[config.mk]
export PLATFORM = sky130hd
export DESIGN_NAME = inst_fetch_unit
export DESIGN_NICKNAME = d
export VERILOG_FILES = /design/src/rtl/inst_fetch_unit.sv
export SDC_FILE = /design/constraint.sdc
export NUM_CORES = 1
export LEC_CHECK = 0
export ABC_AREA = 1
export CORE_ASPECT_RATIO = 0.6
export CORE_MARGIN = 10
export CORE_UTILIZATION = 45
export CTS_CLUSTER_DIAMETER = 60
export DETAILED_ROUTE_END_ITERATION = 10
export GPL_TIMING_DRIVEN = 0
export PLACE_DENSITY = 0.8
export SYNTH_ARGS = -nofsm -noshare
export SYNTH_HDL_FRONTEND = slang
export SYNTH_SLANG_ARGS = --single-unit
[constraint.sdc]
create_clock -name Clk -period 5.34 [get_ports Clk]
set_clock_uncertainty 0.05 [all_clocks]
set_input_delay 1.602 -clock Clk [delete_from_list [all_inputs] [get_ports Clk]]
set_output_delay 1.602 -clock Clk [all_outputs]
set_load 0.01 [all_outputs]
[src/rtl/inst_fetch_unit.sv]
// Instruction fetch unit for the 3BC processor: owns the PC, drives the
// instruction ROM address, registers the returned word and counts retirements.
module inst_fetch_unit #(
  parameter int ADDR_W = 10,
  parameter int INST_W = 9,
  parameter int OFF_W  = 8,
  parameter int CNT_W  = 16
) (
  input  logic              Clk,
  input  logic              Reset,
  input  logic              Start,
  input  logic [ADDR_W-1:0] StartAddr,
  output logic [ADDR_W-1:0] InstAddress,
  input  logic [INST_W-1:0] InstOut,
  output logic [INST_W-1:0] Instr,
  output logic [ADDR_W-1:0] InstPC,
  output logic              InstValid,
  input  logic              Stall,
  input  logic              BranchTaken,
  input  logic              BranchRel,
  input  logic [OFF_W-1:0]  BranchOffset,
  input  logic [ADDR_W-1:0] BranchTarget,
  input  logic              Halt,
  output logic              Done,
  output logic [CNT_W-1:0]  InstCount
);

  typedef enum logic [1:0] {
    IDLE,
    RUN,
    HALTED
  } state_t;

  state_t            state;
  logic [ADDR_W-1:0] pc;
  logic [ADDR_W-1:0] branch_dest;
  logic [CNT_W-1:0]  count_inc;

  // Relative offsets are sign-extended to the address width; the add wraps.
  always_comb begin
    branch_dest = BranchTarget;
    if (BranchRel)
      branch_dest = InstPC + {{(ADDR_W-OFF_W){BranchOffset[OFF_W-1]}}, BranchOffset};
  end

  // Retirement counter sticks at all-ones instead of wrapping.
  always_comb begin
    count_inc = InstCount;
    if (InstCount != '1)
      count_inc = InstCount + CNT_W'(1);
  end

  assign InstAddress = pc;

  always_ff @(posedge Clk) begin
    if (!Reset) begin
      state     <= IDLE;
      pc        <= '0;
      Instr     <= '0;
      InstPC    <= '0;
      InstValid <= 1'b0;
      Done      <= 1'b0;
      InstCount <= '0;
    end else begin
      case (state)
        IDLE, HALTED: begin
          if (Start) begin
            pc        <= StartAddr;
            InstValid <= 1'b0;
            Done      <= 1'b0;
            InstCount <= '0;
            state     <= RUN;
          end
        end
        RUN: begin
          if (Stall) begin
            // Everything holds; Halt/BranchTaken must be re-presented later.
          end else if (InstValid && Halt) begin
            state     <= HALTED;
            Done      <= 1'b1;
            InstValid <= 1'b0;
            InstCount <= count_inc;
          end else if (InstValid && BranchTaken) begin
            pc        <= branch_dest;
            InstValid <= 1'b0;
            InstCount <= count_inc;
          end else begin
            Instr     <= InstOut;
            InstPC    <= pc;
            InstValid <= 1'b1;
            pc        <= pc + ADDR_W'(1);
            if (InstValid)
              InstCount <= count_inc;
          end
        end
        default: state <= IDLE;
      endcase
    end
  end

endmodule

Fig. 1: register map, names as in the netlist
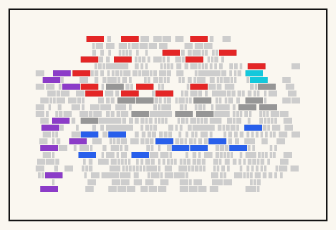
`InstCount` -> red  # sequential cells 16
`InstPC` -> blue  # sequential cells 10
`state` -> cyan  # sequential cells 2
`Instr` -> purple  # sequential cells 9
not coloured = 12
sequential cell area share: 0.232
final core utilization: 0.639
Seq. cell area: 981 um2
P_seq: 0.000410 W

Fig. 2: met3 routing
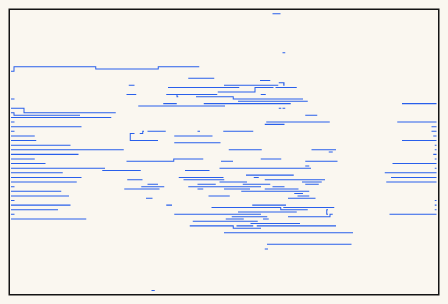
wire length on this layer = 1390 um
share of all routed wire = 13%
nets with wire on the layer = 110
GRT met3 Usage: 0.0711
via count: 3529
routed wire length: 10700 um

Fig. 3: wiring by layer
Only two layers are drawn.
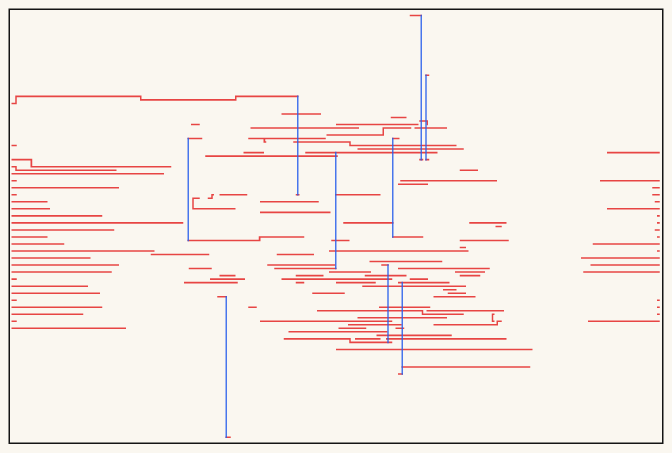
metal 3 -> red  # wire length 1390 um
metal 4 -> blue  # wire length 184 um
WL per Instance: 16.5 um
Total GRT Usage: 0.195

==> flow_summary.ini <==
; synthesis and place-and-route metrics
[run_status]
status = finished clean

[clock_tree]
ctsHoldBuffers = 0
cts_setup_buffers = 0
htreeDepth = 2
path_clk_slew_ns = 0.07

[yosys]
yosysWarnings = 0
synth_flops = 49
flop_cell = dfxtp_1
syn_inst = 464

[min_path]
hold_class = reg -> reg

[routing]
met1_length_um = 4710
ant_nets = 0
route.met3.wl_um = 1390

[sta]
grt_setup_unrepaired = false
min_period_ns = 3.58
fmax_ghz = 0.280

[die]
nWellTaps = 87
die_area_um2 = 10600

[pwr]
p_sw_frac = 0.292
seqPwrFrac = 0.395
switchingPower_w = 0.000304
irDropWorstVdd_v = 0.000151

[layout]
lay_top_cells = nand2_1, clkdlybuf4s50_1, nor2_1
buffer_area_frac = 0.236
nFillCells = 604

[run]
maxCapViolCount = 0

[worst_setup_path]
cp-start-kind = primary input
cp_data_arrival_time_ns = 3.71
rrSetupSlack_ns = 3.15

[global_routing]
grt_pass1_vias = 3379
Fig. 4: congestion heat map
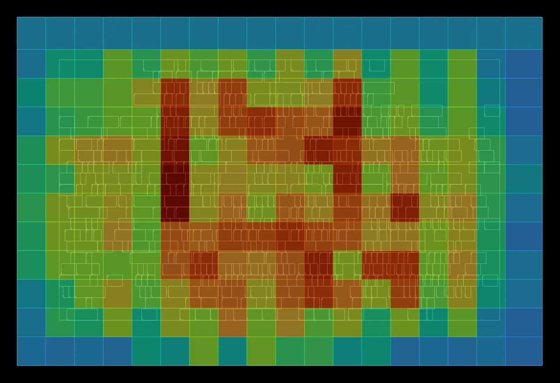
met1 Resource Use GR: 0.261
grt peak-use layer: met2
GR Layer Usage met2: 0.286

Fig. 5: ports around the boundary
Pins as bars across the die edge, other pins in grey.
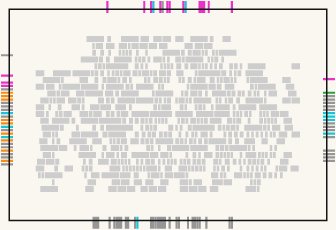
`InstValid` -> green  # pins 1, direction output, edge right
`InstOut` -> orange  # pins 9, direction input, edge left
`StartAddr` -> cyan  # pins 10, direction input, edge 4 right, 3 left, 2 top, 1 bottom
`InstCount` -> magenta  # pins 16, direction output, edge 12 top, 3 left, 1 right
Die Span Y: 83.7 um
PortBufs: 90
chip width: 126 um

Power and IR drop assume default switching activity.
